Run 1, drive-strength map:
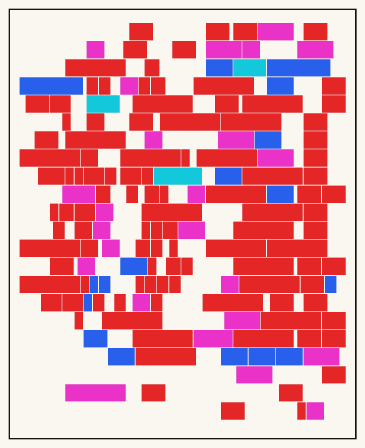
Run 1, wire density map:
The bar under the picture is 20 µm long. 10 x 13 tiles, from dark purple (low) to yellow (high), scaled to the fullest tile. Values are wire area over tile area, all layers added.
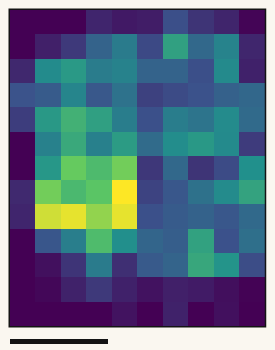
Run 1, I/O nets highlighted:
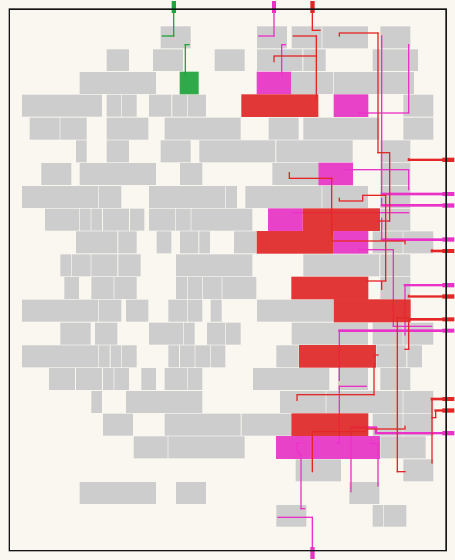
### config.mk
export PLATFORM = sky130hd
export DESIGN_NAME = lcd_reader
export DESIGN_NICKNAME = d
export VERILOG_FILES = /design/src/rtl/lcd_reader.sv
export SDC_FILE = /design/constraint.sdc
export NUM_CORES = 1
export LEC_CHECK = 0
export CORE_ASPECT_RATIO = 1.25
export CORE_MARGIN = 1
export CORE_UTILIZATION = 43
export DETAILED_ROUTE_END_ITERATION = 6
export GPL_TIMING_DRIVEN = 0
export HOLD_SLACK_MARGIN = 0.1
export PLACE_DENSITY = 0.74
export SLEW_MARGIN = 15
export SYNTH_ARGS = -nofsm -noshare
export SYNTH_HDL_FRONTEND = slang
export SYNTH_SLANG_ARGS = --single-unit
### constraint.sdc
create_clock -name clk -period 2.1 [get_ports clk]
set_input_delay 0.42 -clock clk [delete_from_list [all_inputs] [get_ports clk]]
set_output_delay 0.42 -clock clk [all_outputs]
set_load 0.005 [all_outputs]
### src/rtl/lcd_reader.sv
// rtl/lcd_reader.sv - single read cycles on an HD44780-compatible LCD bus
//
// Purpose: runs one LCD read cycle per accepted request. RS=0 returns the
// busy flag and address counter, RS=1 returns one DDRAM/CGRAM byte.
// Optional busy-poll feature: define LCD_READER_POLL_EN.
//
// Parameters:
//   SETUP_CLKS    cycles RS/RW stable before EN rises (1..15)
//   EN_HIGH_CLKS  cycles EN held high (1..31)
//   HOLD_CLKS     cycles RS/RW held after EN falls (1..15)
//
// Ports:
//   clk, reset        clock, asynchronous active-low reset
//   rd_req, rd_rs     read request and its register select (sampled in IDLE)
//   rd_ready          idle, accepts rd_req
//   rd_valid, rd_data one-cycle result pulse and captured byte
//   busy_flag         BF from the last status read
//   lcd_addr          AC from the last status read
//   lcd_busy          block owns the LCD pins
//   poll_start        start busy-poll (feature macro only)
//   poll_done         pulse when BF=0 is observed (feature macro only)
//   LCD_DATA_IN       LCD data pins, input path
//   LCD_EN, LCD_RW, LCD_RS  LCD control pins
module lcd_reader #(
  parameter int SETUP_CLKS   = 2,
  parameter int EN_HIGH_CLKS = 16,
  parameter int HOLD_CLKS    = 2
) (
  input  logic       clk,
  input  logic       reset,
  input  logic       rd_req,
  input  logic       rd_rs,
  output logic       rd_ready,
  output logic       rd_valid,
  output logic [7:0] rd_data,
  output logic       busy_flag,
  output logic [6:0] lcd_addr,
  output logic       lcd_busy,
  input  logic       poll_start,
  output logic       poll_done,
  input  logic [7:0] LCD_DATA_IN,
  output logic       LCD_EN,
  output logic       LCD_RW,
  output logic       LCD_RS
);

  typedef enum logic [2:0] {
    S_IDLE,
    S_SETUP,
    S_EN_HIGH,
    S_HOLD,
    S_RESULT
  } state_t;

  // The counter holds "cycles remaining minus one" for the current state.
  localparam logic [4:0] SETUP_LOAD = 5'(SETUP_CLKS - 1);
  localparam logic [4:0] EN_LOAD    = 5'(EN_HIGH_CLKS - 1);
  localparam logic [4:0] HOLD_LOAD  = 5'(HOLD_CLKS - 1);

  state_t     state_q;
  logic [4:0] cnt_q;
  logic       rd_ready_q;
  logic       rd_valid_q;
  logic [7:0] rd_data_q;
  logic       busy_flag_q;
  logic [6:0] lcd_addr_q;
  logic       lcd_busy_q;
  logic       en_q;
  logic       rw_q;
  logic       rs_q;

  logic       start_d;
  logic       start_rs_d;
  logic       poll_active;
  logic       cnt_zero;

  assign cnt_zero = (cnt_q == 5'd0);

`ifdef LCD_READER_POLL_EN
  logic poll_q;
  logic poll_done_q;

  // A pending poll outranks a host request and always reads status.
  assign poll_active = poll_q;
  assign start_d     = poll_start | poll_q | rd_req;
  assign start_rs_d  = (poll_start | poll_q) ? 1'b0 : rd_rs;
  assign poll_done   = poll_done_q;
`else
  logic unused_poll_start;

  assign unused_poll_start = poll_start;
  assign poll_active       = 1'b0;
  assign start_d           = rd_req;
  assign start_rs_d        = rd_rs;
  assign poll_done         = 1'b0;
`endif

  always_ff @(posedge clk or negedge reset) begin
    if (!reset) begin
      state_q     <= S_IDLE;
      cnt_q       <= '0;
      rd_ready_q  <= 1'b1;
      rd_valid_q  <= 1'b0;
      rd_data_q   <= '0;
      busy_flag_q <= 1'b1;
      lcd_addr_q  <= '0;
      lcd_busy_q  <= 1'b0;
      en_q        <= 1'b0;
      rw_q        <= 1'b0;
      rs_q        <= 1'b0;
`ifdef LCD_READER_POLL_EN
      poll_q      <= 1'b0;
      poll_done_q <= 1'b0;
`endif
    end else begin
      rd_valid_q <= 1'b0;
`ifdef LCD_READER_POLL_EN
      poll_done_q <= 1'b0;
`endif
      case (state_q)
        S_IDLE: begin
          if (start_d) begin
            state_q    <= S_SETUP;
            cnt_q      <= SETUP_LOAD;
            rs_q       <= start_rs_d;
            rw_q       <= 1'b1;
            rd_ready_q <= 1'b0;
            lcd_busy_q <= 1'b1;
`ifdef LCD_READER_POLL_EN
            poll_q     <= poll_start | poll_q;
`endif
          end
        end
        S_SETUP: begin
          if (cnt_zero) begin
            state_q <= S_EN_HIGH;
            cnt_q   <= EN_LOAD;
            en_q    <= 1'b1;
          end else begin
            cnt_q <= cnt_q - 5'd1;
          end
        end
        S_EN_HIGH: begin
          // Sample on the edge that drops EN; the LCD still drives the bus.
          if (cnt_zero) begin
            state_q   <= S_HOLD;
            cnt_q     <= HOLD_LOAD;
            en_q      <= 1'b0;
            rd_data_q <= LCD_DATA_IN;
          end else begin
            cnt_q <= cnt_q - 5'd1;
          end
        end
        S_HOLD: begin
          if (cnt_zero) begin
            state_q    <= S_RESULT;
            cnt_q      <= '0;
            rd_valid_q <= 1'b1;
            // Status fields update together with rd_valid.
            if (!rs_q) begin
              busy_flag_q <= rd_data_q[7];
              lcd_addr_q  <= rd_data_q[6:0];
            end
`ifdef LCD_READER_POLL_EN
            if (poll_q && !rd_data_q[7]) begin
              poll_done_q <= 1'b1;
              poll_q      <= 1'b0;
            end
`endif
          end else begin
            cnt_q <= cnt_q - 5'd1;
          end
        end
        S_RESULT: begin
          state_q    <= S_IDLE;
          cnt_q      <= '0;
          rw_q       <= 1'b0;
          rs_q       <= 1'b0;
          lcd_busy_q <= 1'b0;
          // While polling the host port stays closed between reads.
          rd_ready_q <= ~poll_active;
        end
        default: begin
          state_q <= S_IDLE;
          cnt_q   <= '0;
        end
      endcase
    end
  end

  assign rd_ready  = rd_ready_q;
  assign rd_valid  = rd_valid_q;
  assign rd_data   = rd_data_q;
  assign busy_flag = busy_flag_q;
  assign lcd_addr  = lcd_addr_q;
  assign lcd_busy  = lcd_busy_q;
  assign LCD_EN    = en_q;
  assign LCD_RW    = rw_q;
  assign LCD_RS    = rs_q;

endmodule

==> Slide: Implementation Results, run 1 <==
Implementation Results

Layout
  – Flop share of the area: 0.3956
  – Inverters: 4
  – Reg area: 728.2 µm²
  – Clock network area share: 0.03807
  – Final-layout fill cell count: 231
  – Most numerous logic cell after layout: clkdlybuf4s50_1
  – Max FFs per register: 8
  – Top cells excl fill/tap: 32 x clkdlybuf4s50_1, 27 x dfrtp_1, 9 x mux2_2, 8 x mux2_4, 7 x buf_4
  – Clock buf count: 7
  – Mi-comb count: 67
  – Ant diodes: 0
  – Area Growth Syn to Fin: 37.09%

Power
  – Register share of total power: 0.391
  – Pwr top: combinational cells
  – Clk pwr: 381 µW
  – Sw frac: 0.3254
  – Final Power: 2.313 mW
  – Leakage Power: 0.8181 nW
  – PwrDens: 1257 mW/mm²
  – Clk pwr share: 0.165

Timing
  – Final worst path period need: 2.153 ns
  – Hold Vio Cnt, Final: 0
  – Relative max-transition margin: 0.5285
  – Worst Tran Pin Value: 0.6974 ns
  – Setup ws final: -0.05264 ns
  – Finish-stage setup viols: 7
  – Final Cycle Share: 1.025
  – Clk_skew: 0.006113 ns
  – Max Clock Freq: 464.5 MHz
  – Max-slew violation count: 0

Synth
  – Unique cell type count in the Yosys netlist: 38
  – Top post-synthesis cells by count: 27 x dfrtp_1, 9 x mux2_2, 8 x mux2_4
  – Number of synthesized flops with an enable pin: 0
  – Asr flop ratio synth: 1.000
  – Synth logic family: multiplexers
  – Biggest area consumer among synthesized cells: dfrtp_1
  – Top cells by area: dfrtp_1 50%, mux2_4 8.9%, mux2_2 7.5%
  – Main synth FF type: dfrtp_1
  – Yosys stat cell total: 107
  – Syn Inst Count: 107
  – Post-synthesis simple-gate area fraction: 0.1156
  – Compound Share, Synth: 0.1109
  – Cell area after synthesis: 0.001343 mm²
  – Adder Share, Synth: 0.009320
  – Area share, top type: 0.5033
  – Synth mux share: 0.1650
  – Yosys Chip Area: 0.001343 mm²

Clock tree
  – H-tree levels: 2
  – Clk buf depth: 2
  – CTS tree: yes
  – Later-pin clock latency in the skew report: 0.32 ns
  – Post-CTS sizing: 5
  – Clock sink count: 29
  – TritonCTS Buffers: 5
  – Post-CTS Setup Bufs: 5

Run status
  – Status: complete, but fails checks
  – Failing checks: negative setup slack

Critical path
  – Endpoint class of the critical path: register
  – Critical Path Sink: lcd_addr[5]$_DFFE_PN0P_
  – CP max stage cell: or4_4
  – R2r setup slk: -0.05 ns
  – R2R depth: 5
  – Crit path cell chain: inv_2 -> ha_4 -> or4b_4 -> or4_4 -> mux2_4
  – Worst path bufs/invs: 1
  – Largest delay contributor family on the critical path: simple AND/OR/NAND/NOR gates
  – Crit-path max FO: 8
  – R2r startpoint: cnt_q[1]$_DFFE_PN0N_
  – Crit path kind: register to register
  – Arr. time, crit path: 2.36 ns
  – RR Endpoint: lcd_addr[5]$_DFFE_PN0P_
  – Startpoint type of the worst setup path: register

Placed design
  – Tally of buffers added on design ports: 33
  – HPWL after DPL: 1903 µm
  – GPL Wtd Cong: 0.7935
  – Placed Area: 0.001715 mm²

Die
  – Pre-Place Util: 0.4558
  – Die Area: 0.003351 mm²
  – Tapcell Cnt: 36

Job
  – OpenROAD warning count: 30
  – Max-Cap Viols: 0

Drt
  – Vias per cell: 5.441
  – Vias: 1023
  – DRC: 0
  – Starting DRT DRC Count: 7
  – Wire per inst: 15.38 µm
  – ANT nets after route: 0
  – Routed WL: 2891 µm

Global route
  – Number of global-route vias before repair: 1022
Notes on 'drive-strength map' above:
_6 and larger: drawn in cyan, cells 3, share 2.0%. _0 and _1 cells: drawn in red, cells 108, share 71%. _3 and _4 cells: drawn in magenta, cells 24, share 16%. _2 cells: drawn in blue, cells 17, share 11%.

Notes on 'wire density map' above:
The emptiest ninth of the die: lower left. 15% of the tiles are nearly empty. 19% of the tiles are over half the peak. The fullest tile reaches 0.46. The mean over all tiles is 0.14.

Notes on 'I/O nets highlighted' above:
rd_rs: drawn in green, bits 1, direction input, edge top, end cells 1, buffers 1, wire 8.50 µm. lcd_addr: drawn in red, bits 7, direction output, edge 6 right, 1 top, end cells 7, buffers 7, wire 171 µm. LCD_DATA_IN: drawn in magenta, bits 8, direction input, edge 6 right, 1 top, 1 bottom, end cells 8, buffers 8, wire 190 µm.

-- run 1: through the flow --
| stage | setup TNS [ns] | cells | setup slack [ns] |
|---|---|---|---|
| 3_3_place_gp | -4.678 | 176 | -0.3280 |
| 6_report | -0.3184 | 188 | -0.05264 |
| 3_5_place_dp | -4.803 | 176 | -0.3304 |
| 4_1_cts | -0.4263 | 187 | -0.06863 |
| 5_1_grt | -0.5677 | 188 | -0.07923 |
| 2_1_floorplan | -1.873 | 107 | -0.1837 |
-- run 1: layer usage --
metal	global-route usage	routed length, µm
met1	0.2176	1160
met2	0.3365	1479
met3	0.07277	183
met4	0.07432	68
met5	0	0
==> run 2, diff against run 1 <==
CTS_BUF_LIST = sky130_fd_sc_hd__clkbuf_4 sky130_fd_sc_hd__clkbuf_8 sky130_fd_sc_hd__clkbuf_16   (was not set)
==> run 2 against run 1 <==
Net effect: core utilization unchanged; the run still ends with negative setup slack left; via count unchanged; global-route usage unchanged; critical path depth did not move.
==> Slide: Implementation Results, run 2 <==
Implementation Results

Synth
  – Cell area after synthesis: 0.001343 mm² (unchanged)
  – Yosys stat cell total: 107 (unchanged)
  – Asr flop ratio synth: 1.000 (unchanged)
  – Top cells by area: dfrtp_1 50%, mux2_4 8.9%, mux2_2 7.5%
  – Syn Inst Count: 107 (unchanged)
  – Top post-synthesis cells by count: 27 x dfrtp_1, 9 x mux2_2, 8 x mux2_4

Critical path
  – Crit-path max FO: 8 (unchanged)
  – Arr. time, crit path: 2.36 ns (about the same)
  – Largest delay contributor family on the critical path: simple AND/OR/NAND/NOR gates
  – Crit path kind: register to register
  – Critical Path Sink: lcd_addr[5]$_DFFE_PN0P_
  – Worst path bufs/invs: 1 (unchanged)
  – Endpoint class of the critical path: register
  – R2R depth: 5 (unchanged)

Die
  – Pre-Place Util: 0.4558 (unchanged)
  – Die Area: 0.003351 mm² (unchanged)

Timing
  – Clk_skew: 0.006113 ns (unchanged)
  – Setup TNS: -0.3184 ns (unchanged)
  – Finish-stage setup viols: 7 (unchanged)
  – Max Clock Freq: 464.5 MHz (unchanged)
  – Relative max-transition margin: 0.5285 (unchanged)
  – Max-slew violation count: 0 (unchanged)
  – Setup ws final: -0.05264 ns (unchanged)
  – Final worst path period need: 2.153 ns (unchanged)

Power
  – Clk pwr: 381 µW (about the same)
  – Sw frac: 0.3254 (unchanged)
  – Register share of total power: 0.391 (about the same)
  – Clk pwr share: 0.165 (about the same)
  – Pwr top: combinational cells

Run status
  – Status: complete, but fails checks
  – Failing checks: negative setup slack

Global route
  – Number of global-route vias before repair: 1022 (unchanged)
  – GR Util met3: 0.07277 (unchanged)

Drt
  – Routed WL: 2891 µm (unchanged)
  – Vias: 1023 (unchanged)
  – ANT nets after route: 0 (unchanged)
  – M1 wire length: 1160 µm (unchanged)
  – Vias per cell: 5.441 (unchanged)
  – DRC: 0 (unchanged)
  – Wire length on met3: 183 µm (unchanged)
  – WL met2: 1479 µm (unchanged)
  – Starting DRT DRC Count: 7 (unchanged)
  – Top Layer Used: met4

Clock tree
  – H-tree levels: 2 (unchanged)
  – TritonCTS Buffers: 5 (unchanged)
  – Later-pin clock latency in the skew report: 0.32 ns (about the same)
  – Clock sink count: 29 (unchanged)
  – CTS tree: yes

Placed design
  – Placement Setup Slack: -0.3304 ns (unchanged)
  – GPL Wtd Cong: 0.7935 (unchanged)

Layout
  – Most numerous logic cell after layout: clkdlybuf4s50_1
  – Clock network area share: 0.03807 (unchanged)
  – Clock buf count: 7 (unchanged)
  – Final-layout fill cell count: 231 (unchanged)
  – Reg area: 728.2 µm² (unchanged)
  – Inverters: 4 (unchanged)
  – Top cells excl fill/tap: 32 x clkdlybuf4s50_1, 27 x dfrtp_1, 9 x mux2_2, 8 x mux2_4, 7 x buf_4
  – Mi-comb count: 67 (unchanged)

Job
  – OpenROAD warning count: 30 (unchanged)
run 2: cell counts after synthesis:
No cell type changed its count.
run 2: cells by family after synthesis:
family | share of synthesized area
XOR/XNOR | 0.006525
buffers and inverters | 0.04752
AND/OR/NAND/NOR | 0.1156
AND-OR/OR-AND | 0.1109
flip-flops | 0.5424
multiplexers | 0.1650
adder cells (fa/ha/maj) | 0.009318
other | 0.002793
run 2: through the flow:
step,cells,util
3_3_place_gp,176,0.5841
6_report,188,0.6249
3_5_place_dp,176,0.5824
2_1_floorplan,107,-
5_1_grt,188,0.6249
4_1_cts,187,0.6181
run 2: what timing repair did:
action                                  4_1_cts  5_1_grt
setup buffers                                 5        1
endpoints found under the setup margin       16       16
endpoints found under the hold margin         0        0
resized                                       5        0
pin swaps                                     3        2
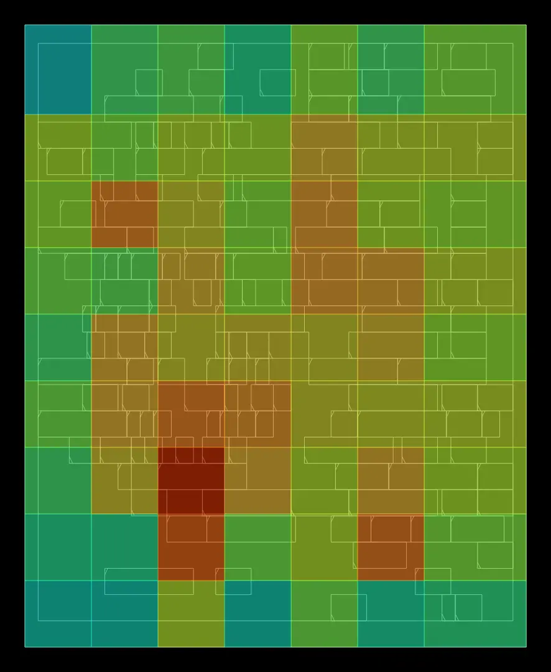
Run 2: routing congestion
grt met2 use: 0.3365
M1 GR Usage: 0.2176
post-route core utilization: 0.6249
GRT Total Usage: 0.1973
wire per inst: 15.38 µm

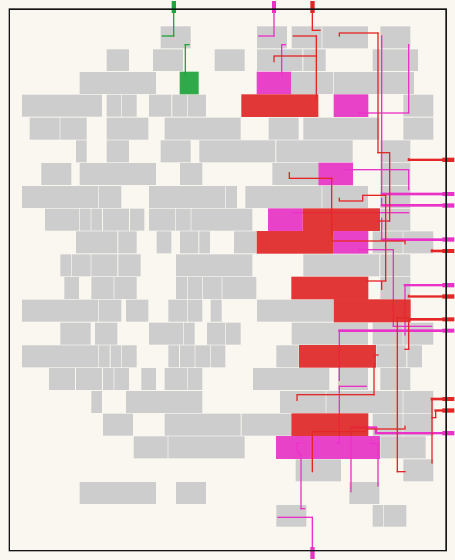
Run 2: I/O nets highlighted
tally of buffers added on design ports: 33
# IOs: 36

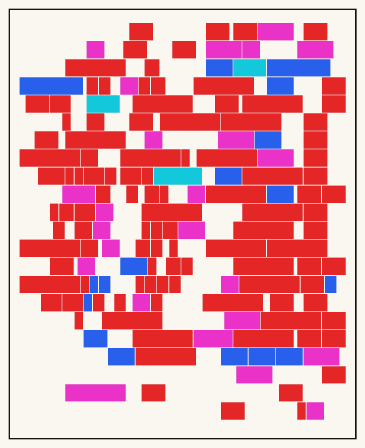
Run 2: drive-strength map
_0 and _1 cells: drawn in red, cells 108, share 71%. _3 and _4 cells: drawn in magenta, cells 24, share 16%. _6 and larger: drawn in cyan, cells 3, share 2.0%. _2 cells: drawn in blue, cells 17, share 11%.
setup ws final: -0.05264 ns
final std cell area, no fill: 0.001841 mm²
Area Growth Syn to Fin: 37.09%
nonclk buf count: 44

==> run 3, diff against run 2 <==
CORE_MARGIN = 2   (was 1)
MAX_ROUTING_LAYER = met4   (was not set)
==> run 3 against run 2 <==
Net effect: the run still ends with negative setup slack left; core utilization fell by 0.64 points; fmax rose by 1.1%; first-iteration DRC count rose to 2.7 times the previous value; largest power group unchanged.
==> Slide: Implementation Results, run 3 <==
Implementation Results

Run status
  – Status: complete, but fails checks
  – Failing checks: negative setup slack

Synth
  – Post-Synth XOR/XNOR Area: 0.006524 (unchanged)
  – Adder Share, Synth: 0.009320 (unchanged)
  – Post-synthesis simple-gate area fraction: 0.1156 (unchanged)
  – Yosys Chip Area: 0.001343 mm²
  – Syn Inst Count: 107 (unchanged)
  – Compound Share, Synth: 0.1109 (unchanged)
  – Top cells by area: dfrtp_1 50%, mux2_4 8.9%, mux2_2 7.5%
  – #FFs+latches synth: 29
  – Cell area after synthesis: 0.001343 mm² (unchanged)
  – Synth mux share: 0.1650 (unchanged)
  – Yosys stat cell total: 107 (unchanged)
  – Area share, top type: 0.5033
  – Asr flop ratio synth: 1.000 (unchanged)
  – Synth logic family: multiplexers

Layout
  – Non-Filler Instances: 187 (-0.53%)
  – Final-layout fill cell count: 247 (+6.9%)
  – Most numerous logic cell after layout: clkdlybuf4s50_1
  – Top class by area: registers
  – Clock network area share: 0.03022 (-0.007850)
  – Clock buf count: 6 (-1)
  – Reg area: 728.2 µm² (unchanged)
  – Area Growth Syn to Fin: 35.69%
  – Top cells excl fill/tap: 32 x clkdlybuf4s50_1, 27 x dfrtp_1, 9 x mux2_2, 8 x mux2_4, 7 x buf_4
  – Final std cell area, no fill: 0.001822 mm² (-1.0%)
  – Mi-comb count: 67 (unchanged)
  – Nonclk buf count: 43 (-2.3%)
  – Inverters: 4 (unchanged)

Clock tree
  – Later-pin clock latency in the skew report: 0.33 ns (about the same)
  – CTS tree: yes
  – Post-CTS sizing: 5 (unchanged)
  – Post-CTS Setup Bufs: 5 (unchanged)
  – H-tree levels: 2 (unchanged)
  – Clock sink count: 29 (unchanged)
  – TritonCTS Buffers: 5 (unchanged)

Critical path
  – R2R depth: 5 (unchanged)
  – Critical Path Sink: lcd_addr[0]$_DFFE_PN0P_
  – Arr. time, crit path: 2.35 ns (about the same)
  – Endpoint class of the critical path: register
  – Crit path kind: register to register
  – Crit-path max FO: 8 (unchanged)
  – CP required: 2.32 ns
  – Critical Path Start: cnt_q[1]$_DFFE_PN0N_

Drt
  – WL met2: 1310 µm (-11%)
  – DRC: 0 (unchanged)
  – M1 wire length: 1161 µm (about the same)
  – Wire length on met3: 203 µm (+11%)
  – ANT nets after route: 0 (unchanged)
  – Starting DRT DRC Count: 19 (+12)
  – Vias per cell: 5.390 (-0.94%)
  – Top Layer Used: met4

Power
  – Clk pwr share: 0.151 (-0.014)
  – Combinational Power Share: 0.440
  – Pwr top: combinational cells
  – Sw frac: 0.3329 (+0.007544)
  – Register share of total power: 0.410 (+0.019)
  – Worst VDD drop: 742.2 µV
  – NetSw: 746.9 µW
  – Clk pwr: 338 µW (-11%)

Timing
  – Relative max-transition margin: 0.4264 (-0.1022)
  – Final worst path period need: 2.129 ns (-0.02376 ns)
  – RSZ-0062 raised after global routing: yes
  – Clk_skew: 0.003769 ns (-0.002344 ns)
  – Worst Tran Pin Value: 0.8485 ns
  – Finish-stage setup viols: 7 (unchanged)
  – Setup TNS: -0.1811 ns (+0.1373 ns)
  – Final Cycle Share: 1.014
  – Setup ws final: -0.02888 ns (+0.02376 ns)
  – Max-slew violation count: 0 (unchanged)
  – Max Clock Freq: 469.7 MHz (+1.1%)

Placed design
  – Placed Area: 0.001715 mm²
  – Tally of buffers added on design ports: 33 (unchanged)
  – Dpl cells: 176 (unchanged)
  – GPL Wtd Cong: 0.7918 (-0.21%)

Die
  – Die Area: 0.003588 mm² (+7.1%)
  – Pre-Place Util: 0.4558 (unchanged)
  – Core area: 0.002945 mm²
  – # IOs: 36 (unchanged)

Job
  – OpenROAD warning count: 30 (unchanged)

Global route
  – Number of global-route vias before repair: 963 (-5.8%)
==> run 3: cell counts after synthesis <==
Identical to the previous run, type by type.
==> run 3: through the flow <==
step,setup slack [ns],utilization,power [mW]
6_report,-0.02888,0.6185,2.243
5_1_grt,-0.06721,0.6185,2.408
4_1_cts,-0.07710,0.6130,2.254
3_5_place_dp,-0.3337,0.5824,1.833
3_3_place_gp,-0.3172,0.5841,1.794
2_1_floorplan,-0.1837,-,1.411
==> run 3: worst max-delay path: cells and delay by family (launching register included) <==
kind | cells | cell delay (ns)
simple gates | 2 | 1.08
flops | 1 | 0.40
mux | 1 | 0.33
fa+ha+maj | 1 | 0.13
buf+inv | 1 | 0.07
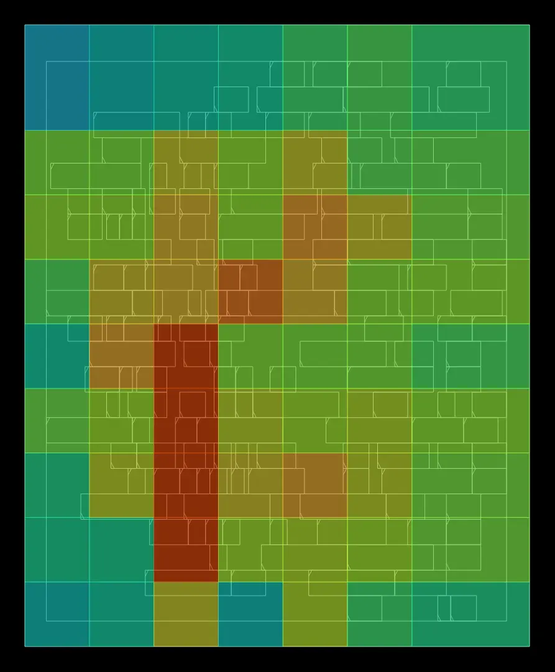
Run 3: routing congestion
grt met2 use: 0.2744
GR Util met3: 0.06054
GRT Total Usage: 0.1787
wire per inst: 14.54 µm
M1 GR Usage: 0.2115

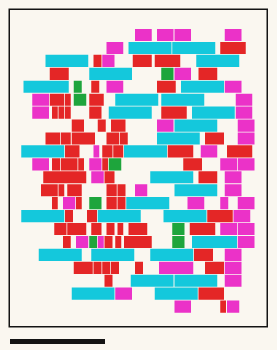
Run 3: placed cells, one colour a class
The bar under the picture is 20 µm long.
sequential cells: drawn in cyan, cells 29. remaining buffers and delay cells: drawn in magenta, cells 43. clock drivers and dummy loads: drawn in green, cells 8. combinational and other logic: drawn in red, cells 71.

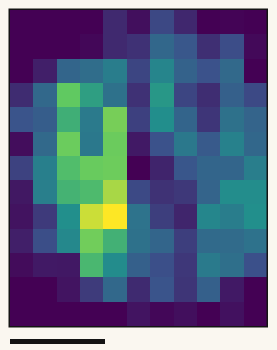
Run 3: wire density map
The bar under the picture is 20 µm long. 11 x 13 tiles, from dark purple (low) to yellow (high), scaled to the fullest tile. Values are wire area over tile area, all layers added.
18% of the tiles are nearly empty. The mean over all tiles is 0.12. The fullest tile reaches 0.45. 13% of the tiles are over half the peak.
Vias: 1008
Routed WL: 2719 µm

Power is estimated from default activity; no workload was simulated.
